<file path="src/rtl/acc_and16.sv">
// acc_and16 -- frame AND accumulator.
//
// Accepts N 16-bit words per frame through a valid/ready handshake. It ANDs
// them bitwise and presents the frame result through a second valid/ready
// handshake. The result stays stable until the downstream side takes it.
//
// Ports:
//   clk        single clock, all state updates on the rising edge
//   rst        synchronous active-high reset (highest priority)
//   clr        synchronous frame flush (below rst, above handshakes)
//   in_valid   upstream word present on in_a
//   in_a       upstream word
//   in_ready   block can accept a word this cycle (state decode only)
//   out_valid  frame result present on out_y (state decode only)
//   out_y      bitwise AND of the N words of the last completed frame
//   out_zero   high when out_y == 0
//   out_ready  downstream accepts the result
//   cnt        words accepted in the current frame
module acc_and16 #(
  parameter int unsigned N = 4  // words per frame, legal range 1..255
) (
  input  logic        clk,
  input  logic        rst,
  input  logic        clr,
  input  logic        in_valid,
  input  logic [15:0] in_a,
  output logic        in_ready,
  output logic        out_valid,
  output logic [15:0] out_y,
  output logic        out_zero,
  input  logic        out_ready,
  output logic [7:0]  cnt
);

  typedef enum logic [1:0] {
    IDLE  = 2'd0,
    ACCUM = 2'd1,
    HOLD  = 2'd2
  } state_t;

  // The accept that completes a frame arrives while cnt still holds N-1.
  // With N=1 this is 0, so IDLE goes straight to HOLD.
  localparam logic [7:0] LAST_CNT = 8'(N - 1);

  state_t      r_state;
  logic [15:0] r_acc;
  logic [7:0]  r_cnt;
  logic [15:0] r_out_y;
  logic        r_out_zero;

  logic        w_accept;
  logic        w_last;
  logic [15:0] w_and;

  // Both handshake flags come from the state register alone. This keeps
  // in_valid and out_ready off any combinational path to the outputs.
  assign in_ready  = (r_state != HOLD);
  assign out_valid = (r_state == HOLD);
  assign out_y     = r_out_y;
  assign out_zero  = r_out_zero;
  assign cnt       = r_cnt;

  assign w_accept = in_valid && in_ready;
  assign w_last   = (r_cnt == LAST_CNT);
  assign w_and    = r_acc & in_a;

  // NOTE: every register here uses non-blocking assignments. Then each
  // branch reads the pre-edge values of r_acc/r_cnt, whatever the
  // statement order.
  always_ff @(posedge clk) begin
    if (rst) begin
      r_state    <= IDLE;
      r_acc      <= 16'hFFFF;
      r_cnt      <= 8'd0;
      r_out_y    <= 16'h0000;
      r_out_zero <= 1'b1;
    end else if (clr) begin
      // Flush the frame. The result registers keep the last delivered value.
      r_state <= IDLE;
      r_acc   <= 16'hFFFF;
      r_cnt   <= 8'd0;
    end else begin
      unique case (r_state)
        IDLE, ACCUM: begin
          if (w_accept) begin
            r_acc <= w_and;
            r_cnt <= r_cnt + 8'd1;
            if (w_last) begin
              r_state    <= HOLD;
              r_out_y    <= w_and;
              r_out_zero <= (w_and == 16'h0000);
            end else begin
              r_state <= ACCUM;
            end
          end
        end
        HOLD: begin
          // cnt stays at N and the result stays put until it is taken.
          if (out_ready) begin
            r_state <= IDLE;
            r_acc   <= 16'hFFFF;
            r_cnt   <= 8'd0;
          end
        end
        default: begin
          r_state <= IDLE;
          r_acc   <= 16'hFFFF;
          r_cnt   <= 8'd0;
        end
      endcase
    end
  end

endmodule

</file>
<file path="config.mk">
export PLATFORM = sky130hd
export DESIGN_NAME = acc_and16
export DESIGN_NICKNAME = d
export VERILOG_FILES = /design/src/rtl/acc_and16.sv
export SDC_FILE = /design/constraint.sdc
export NUM_CORES = 1
export LEC_CHECK = 0
export CAP_MARGIN = 10
export CORE_MARGIN = 2
export CORE_UTILIZATION = 47
export DETAILED_ROUTE_END_ITERATION = 16
export GPL_TIMING_DRIVEN = 0
export PLACE_DENSITY_LB_ADDON = 0.08
export RECOVER_POWER = 25
export SLEW_MARGIN = 15
export SYNTH_ARGS = -nofsm -noshare
export SYNTH_HDL_FRONTEND = slang
export SYNTH_SLANG_ARGS = --single-unit
export TNS_END_PERCENT = 20
</file>
<file path="constraint.sdc">
create_clock -name clk -period 1.84 [get_ports clk]
set_clock_uncertainty 0.05 [all_clocks]
set_input_delay 0.276 -clock clk [delete_from_list [all_inputs] [get_ports clk]]
set_output_delay 0.276 -clock clk [all_outputs]
set_load 0.02 [all_outputs]
</file>
run_1/congestion.png
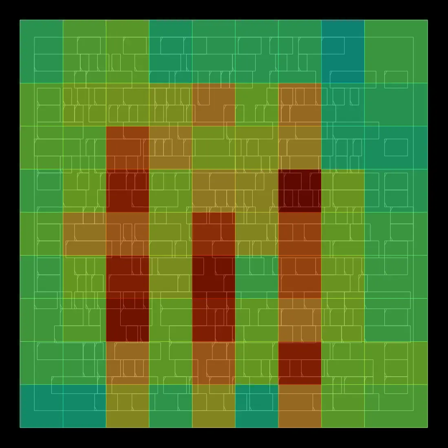
gr busiest metal: met2
Overall Global Routing Usage: 22.2%
met1 Usage GRT: 28.1%
met2 GRT Util: 36.2%

run_1/layer_met2.png
Drawn at 4 px/µm.
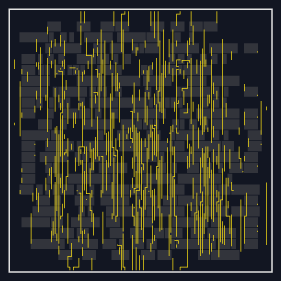
237 nets have wire on it. The layer holds 47% of the routed length. The layer carries 1940 µm of wire.
via count: 1598
Routed WL: 4150 µm

run_1/logic_types.png
Drawn at 8 px/µm.
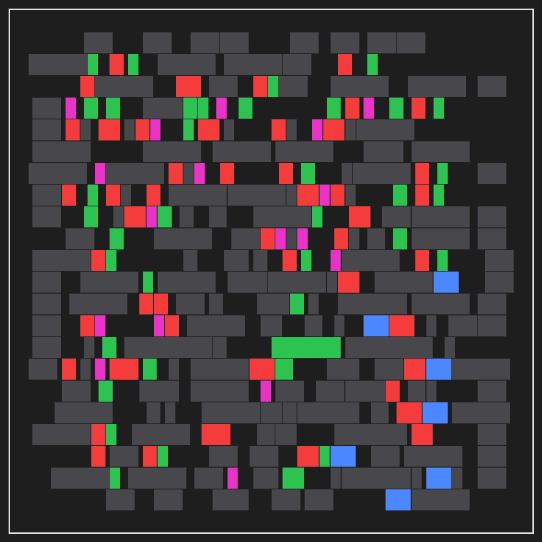
Red stands for aoi and oai cells, cells 48, most used a21oi_1, where widely spread. Blue stands for xor and xnor cells, cells 7, most used xor2_1, where bottom right. Magenta stands for inv cells, cells 17, most used inv_1. Green stands for nand cells, cells 38, most used nand2_1.
logic share of the area: 32.4%
Finished Layout Cells: 308

run_1/flops_by_reg.png
Drawn at 8 px/µm.
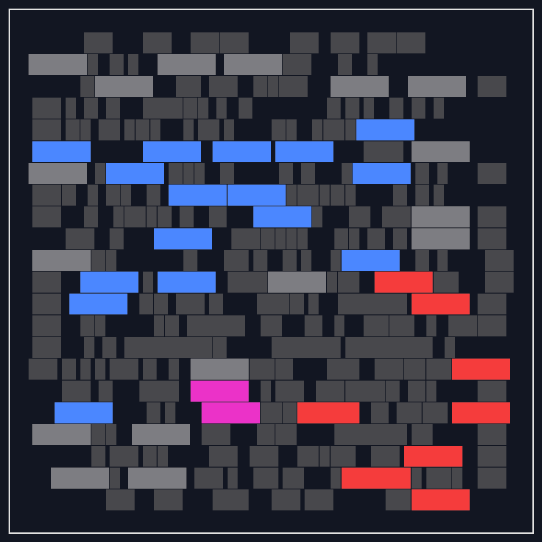
Red stands for cnt, placed flops 8. Blue stands for r_acc, placed flops 16. Magenta stands for r_state, placed flops 2.
Layout Utilization: 68.1%
sequential cell area: 866 µm²

==> impl_metrics.csv, run 1 <==
group,metric,value,unit
cts,cts_buffers,5,
drt,via_per_inst,5.19,
drt,met3_length,202,µm
worst_setup_path,cp_num_buf_inv,1,
place,dp_slack,-0.339,ns
outcome,run_status,"finished, final reports clean",
yosys,synth_cells,204,
timing,finalSetupViolations,0,
worst_setup_path,cp-end-kind,"output pin",
timing,post-route-period-util,94.8,%
global_route,antenna_found_initial,0,
global_route,grt_use_met3,4.11,%
drt,wirelength_met1,1950,µm
cts,post-cts-setup-buffer-count,1,
floorplan,rows,22,
worst_setup_path,start_kind,"flip-flop",
drt,routedWlPerCell,13.5,µm
worst_setup_path,r2r_cells,7,
timing,relSlewSlack,67.1,%
min_path,hold_start,"out_y[7]$_SDFFE_PP0P_",
worst_setup_path,path_depth,1,
cts,clock_path_buffers,2,
pwr,vdd_drop_max,0.585,mV
min_path,hold_depth,2,
cts,cts_resized,5,
layout,n_all_inverters,17,
worst_setup_path,crit_family,"buffers and inverters",
timing,hold_viol_final,0,
worst_setup_path,timing.rr.end,"out_y[3]$_SDFFE_PP0P_",
layout,nNonClkBuffers,58,
worst_setup_path,path_max_fanout,7,
worst_setup_path,cpMaxStageDelayCell,"clkdlybuf4s50_1",
floorplan,die_x,65.3,µm
place,gp_congestion,0.779,
yosys,ys_seq_share,48.7,%
floorplan,fp.coreArea,3630,µm²
cts,cts.clk_slew.worst_paths,0.08,ns
worst_setup_path,crit_required,1.51,ns
pwr,p_leak,0.00100,µW
layout,drive_gt1_share,10.0,%
cts,ctsHoldBuffers,0,
worst_setup_path,r2r-start,"cnt[0]$_SDFFE_PP0P_",
floorplan,ios,48,
yosys,yosysWarnings,0,
yosys,ys_sh_xor,3.47,%
place,io_buffers,47,
yosys,synth-adder-area-share,0.708,%
==> run 1: through the flow <==
step	utilization (%)	power [µW]	setup TNS [ns]	cell area, µm²
2_1_floorplan	-	1030	0	1770
3_3_place_gp	63.2	1110	-6.13	2300
3_5_place_dp	63.2	1110	-6.26	2300
4_1_cts	67.4	1980	0	2450
5_1_grt	68.1	2030	0	2470
6_report	68.1	1960	0	2470
==> run 1: report_power, final <==
| group | switching, µW | leakage (µW) | internal [µW] |
|---|---|---|---|
| registers | 12.8 | 0.000350 | 944 |
| clock network | 322 | 0.0000654 | 542 |
| logic | 65.4 | 0.000585 | 68.2 |
| total | 400 | 0.00100 | 1550 |
==> run 1: sequential cells by signal, summed over array words and instances, names as in the netlist <==
name      count
cnt           8
out_zero      1
r_state       2
r_acc        16
out_y        16
run_1/detail.png
Region (13, 25) to (53, 65) µm. Cells in gray, sequential cells in the stronger gray; small squares are vias.
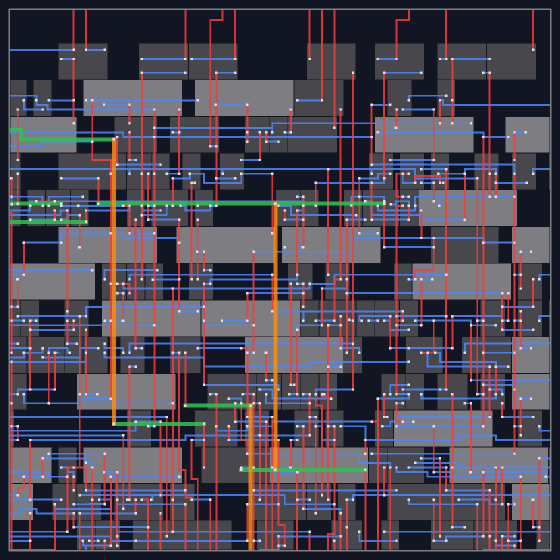

==> run 1 -> run 2 <==
--- a/config.mk
+++ b/config.mk
@@ -8,6 +8,7 @@
 export CAP_MARGIN = 10
 export CORE_MARGIN = 2
 export CORE_UTILIZATION = 47
+export CTS_CLUSTER_DIAMETER = 40
 export DETAILED_ROUTE_END_ITERATION = 16
 export GPL_TIMING_DRIVEN = 0
 export PLACE_DENSITY_LB_ADDON = 0.08
==> constraint.sdc (replaced) <==
create_clock -name clk -period 1.84 [get_ports clk]
set_clock_uncertainty 0.05 [all_clocks]
set_input_delay 0.368 -clock clk [delete_from_list [all_inputs] [get_ports clk]]
set_output_delay 0.368 -clock clk [all_outputs]
set_load 0.02 [all_outputs]
run_2/detail.png
Region (13, 25) to (53, 65) µm. Cells in gray, sequential cells in the stronger gray; small squares are vias.
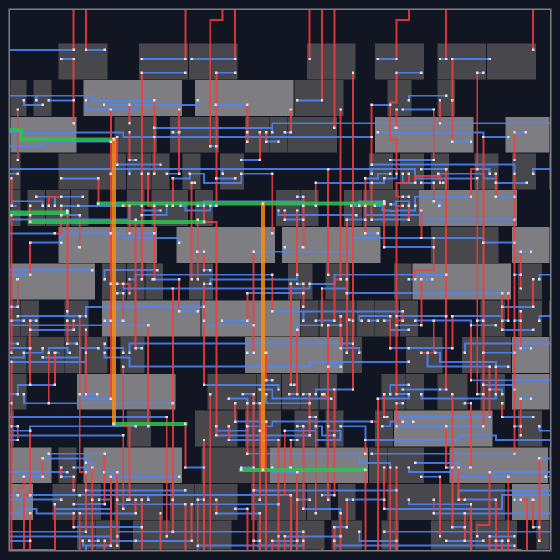
Green stands for metal 3. Red stands for metal 2. Orange stands for metal 4. Blue stands for metal 1.
122 logic cells have their middle in the window. Most frequent: dfxtp_1 (18), nor2_1 (12), o21ai_0 (12). Sequential cells in the window: 18. Netlist names of flops here include r_acc (12), out_y (5).

==> impl_metrics.csv, run 2 <==
group,metric,value,unit
floorplan,ios,48,
layout,final_cell_count_no_fill,308,
drt,via_count,1594,
pwr,p_leak,0.000990,µW
place,io_buffers,47,
floorplan,fp.coreArea,3630,µm²
global_route,use_met1,28.1,%
worst_setup_path,cp-end-kind,"output pin",
layout,fin_util,68.0,%
yosys,yosysWarnings,0,
worst_setup_path,cp_num_buf_inv,1,
worst_setup_path,start_kind,"flip-flop",
layout,final_cell_mix,"clkdlybuf4s50_1, dfxtp_1, nor2_1",
layout,fin_area,2470,µm²
drt,met3_length,209,µm
pwr,vdd_drop_max,0.585,mV
drt,via_per_inst,5.18,
place,place_area,2300,µm²
cts,cts.clk_slew.worst_paths,0.08,ns
drt,wl,4140,µm
worst_setup_path,path_depth,1,
worst_setup_path,crit_family,"buffers and inverters",
worst_setup_path,r2r_cells,7,
worst_setup_path,crit_required,1.42,ns
timing,post-route-period-util,97.9,%
cts,ctsHoldBuffers,0,
place,gp_congestion,0.779,
min_path,hold_start,"out_y[7]$_SDFFE_PP0P_",
drt,routedWlPerCell,13.4,µm
min_path,hold_depth,2,
drt,wirelength_met1,1990,µm
global_route,grt_use_met3,4.11,%
outcome,run_status,"finished, final reports clean",
timing,hold_viol_final,0,
floorplan,rows,22,
layout,comb_area,811,µm²
yosys,ys_sh_xor,3.47,%
worst_setup_path,timing.rr.end,"out_y[3]$_SDFFE_PP0P_",
layout,nNonClkBuffers,58,
yosys,ys_seq_share,48.7,%
pwr,total_power,1960,µW
global_route,grt.busiest_layer,"met2",
layout,drive_gt1_share,10.4,%
layout,n_all_inverters,17,
timing,relSlewSlack,67.9,%
timing,finalSetupTns,0,ns
worst_setup_path,path_max_fanout,4,
global_route,grtUsageTotal,22.3,%
timing,finalSetupViolations,0,
place,dp_slack,-0.431,ns
worst_setup_path,cpMaxStageDelayCell,"clkdlybuf4s50_1",
cts,clock_path_buffers,2,
layout,comb_cells,134,
-- run 2: cell counts after synthesis --
Identical to the previous run, type by type.
-- run 2: power breakdown --
group / internal, µW / total, µW / switching [µW]
sequential: 944 / 957 / 12.7
combinational: 70.0 / 136 / 66.4
clock: 542 / 867 / 324
total: 1560 / 1960 / 403
-- run 2: cell families (layout without fill, tap and decap cells) --
logic type / after synthesis / after routing
adder cells (fa/ha/maj): 1 / 1
buffers and inverters: 27 / 83
AND/OR/NAND/NOR: 75 / 75
AND-OR/OR-AND: 51 / 51
flip-flops: 43 / 43
XOR/XNOR: 7 / 7
-- run 2: repair_timing --
item                                    4_1_cts  5_1_grt
cloned                                        0        0
endpoints found under the setup margin       24       29
gates resized                                 7       14
buffers inserted                              1        0
pin swaps                                     0        2
run_2/congestion.png
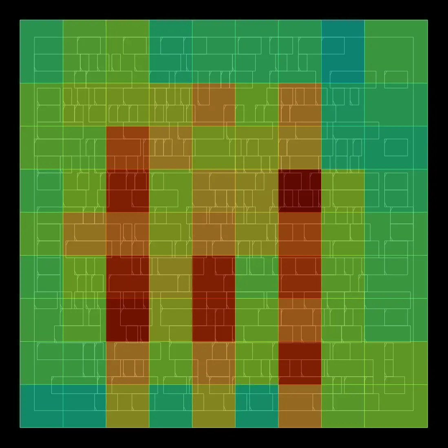

==> run 2 -> run 3 <==
--- a/config.mk
+++ b/config.mk
@@ -5,14 +5,16 @@
 export SDC_FILE = /design/constraint.sdc
 export NUM_CORES = 1
 export LEC_CHECK = 0
+export ABC_CLOCK_PERIOD_IN_PS = 1840
 export CAP_MARGIN = 10
 export CORE_MARGIN = 2
 export CORE_UTILIZATION = 47
 export CTS_CLUSTER_DIAMETER = 40
 export DETAILED_ROUTE_END_ITERATION = 16
 export GPL_TIMING_DRIVEN = 0
-export PLACE_DENSITY_LB_ADDON = 0.08
+export PLACE_DENSITY = 0.82
 export RECOVER_POWER = 25
+export REMOVE_ABC_BUFFERS = 1
 export SLEW_MARGIN = 15
 export SYNTH_ARGS = -nofsm -noshare
 export SYNTH_HDL_FRONTEND = slang
run_3/congestion.png
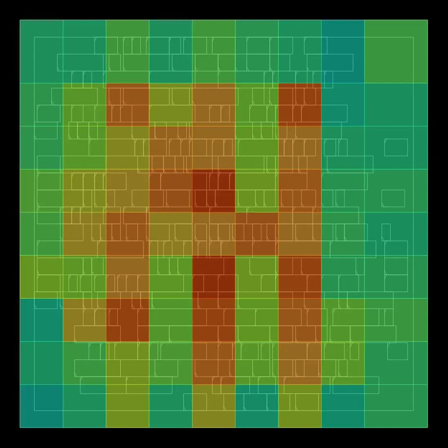
met2 GRT Util: 33.4%
Overall Global Routing Usage: 19.3%

==> impl_metrics.csv, run 3 <==
group,metric,value,unit
outcome,run_status,"finished, final reports clean",
floorplan,die_area,4270,µm²
yosys,synth.distinct_cells,39,
yosys,yosys.cell_count.top_type,"dfxtp_1",
timing,finalSetupViolations,0,
layout,final_cell_count_no_fill,306,
place,dp_slack,-0.916,ns
min_path,hold_start,"out_y[2]$_SDFFE_PP0P_",
cts,clock_path_buffers,2,
run,warning_count,27,
pwr,combPwrFrac,7.3,%
layout,layout_top_cell,"dfxtp_1",
pwr,powerComb,133,µW
place,place_area,2230,µm²
drt,first_pass_iters,4,
layout,fin_util,67.0,%
floorplan,die_x,65.3,µm
global_route,antenna_found_initial,0,
timing,rsz0062_at_grt,"true",
timing,relSlewSlack,36.0,%
cts,cts.clk_slew.worst_paths,0.08,ns
place,place_inst,289,
pwr,vdd_drop_max,0.587,mV
layout,drive_gt1_share,11.6,%
worst_setup_path,cpPeakStageDelay,0.49,ns
worst_setup_path,path_depth,5,
pwr,p_switching,392,µW
drt,wl,4100,µm
drt,via_per_inst,5.27,
pwr,p_leak,0.000984,µW
drt,routedWlPerCell,13.4,µm
floorplan,fp.coreArea,3630,µm²
cts,ctsHoldBuffers,0,
worst_setup_path,path_max_fanout,19,
worst_setup_path,cpMaxStageDelayCell,"clkdlybuf4s50_1",
pwr,total_power,1810,µW
timing,finalSetupTns,0,ns
yosys,synth-adder-area-share,0.708,%
worst_setup_path,r2r_cells,5,
global_route,grt_max_degree,23,
cts,clockRootBuffer,"clkbuf_8",
timing,post-route-period-util,98.2,%
worst_setup_path,timing.rr.end,"out_zero$_SDFFE_PP1P_",
cts,cts_buffers,5,
yosys,top_cell_area_share,48.7,%
pwr,clk-power,720,µW
place,io_buffers,47,
drt,via_count,1614,
worst_setup_path,cp_num_buf_inv,1,
yosys,async_reset_ff_share,0,%
pwr,pg_seq,957,µW
worst_setup_path,path_cells,"clkdlybuf4s50_1, nor2b_4, nor2_4, a21o_2, a2111oi_1",
worst_setup_path,cp-end-kind,"flip-flop",
pwr,intPower,1420,µW
pwr,power.share.switching,21.7,%
pwr,pwr-share-clk,39.8,%
yosys,yosysWarnings,0,
worst_setup_path,crit_required,1.96,ns
yosys,ys_seq_share,48.7,%
yosys,ys_sh_xor,3.47,%
worst_setup_path,start_kind,"input port",
pwr,power_leader,"sequential cells",
place,gp_congestion,0.782,
worst_setup_path,endpoint,"r_state[0]$_SDFFE_PP0P_",
pwr,p_seq_share,52.9,%
timing,finalMaxSlewViolations,0,
worst_setup_path,crit_family,"AND-OR/OR-AND gates",
worst_setup_path,reg2reg_slack,0.08,ns
floorplan,ios,48,
drt,drt_drc_violations_left,0,
min_path,hold_depth,2,
worst_setup_path,crit_arrival,1.93,ns
yosys,topCombFamilyByArea,"simple AND/OR/NAND/NOR gates",
floorplan,die.size.y,65.3,µm
layout,fin_area,2440,µm²
yosys,ys.flops,43,
timing,hold_viol_final,0,
layout,final_cell_mix,"dfxtp_1, clkdlybuf4s50_1, nor2_1",
floorplan,rows,22,
yosys,synth_cells,204,
worst_setup_path,r2r-start,"cnt[0]$_SDFFE_PP0P_",
[run 3: cell counts after synthesis]
Identical to the previous run, type by type.
[run 3: metal layers]
| layer | track usage [%] | wire length, µm |
|---|---|---|
| met4 | 7.03 | 46 |
| met5 | 0 | 0 |
| met2 | 33.4 | 2070 |
| met3 | 4.28 | 212 |
| met1 | 23.5 | 1770 |
[run 3: final cells by class]
class / instances / area, µm²
Clock inverter: 3 / 43.8
Clock buffer: 5 / 68.8
Fill cell: 307 / 1200
Inverter: 17 / 63.8
Multi-Input combinational cell: 135 / 821
Timing Repair Buffer: 55 / 517
Tap cell: 48 / 60.1
Sequential cell: 43 / 862
[run 3: timing repair]
action                     4_1_cts  5_1_grt
pin swaps                        1        2
gates resized                    7        9
cloned                           0        1
setup endpoints to repair       41       21
setup buffers                    2        6
Power and IR drop assume default switching activity.
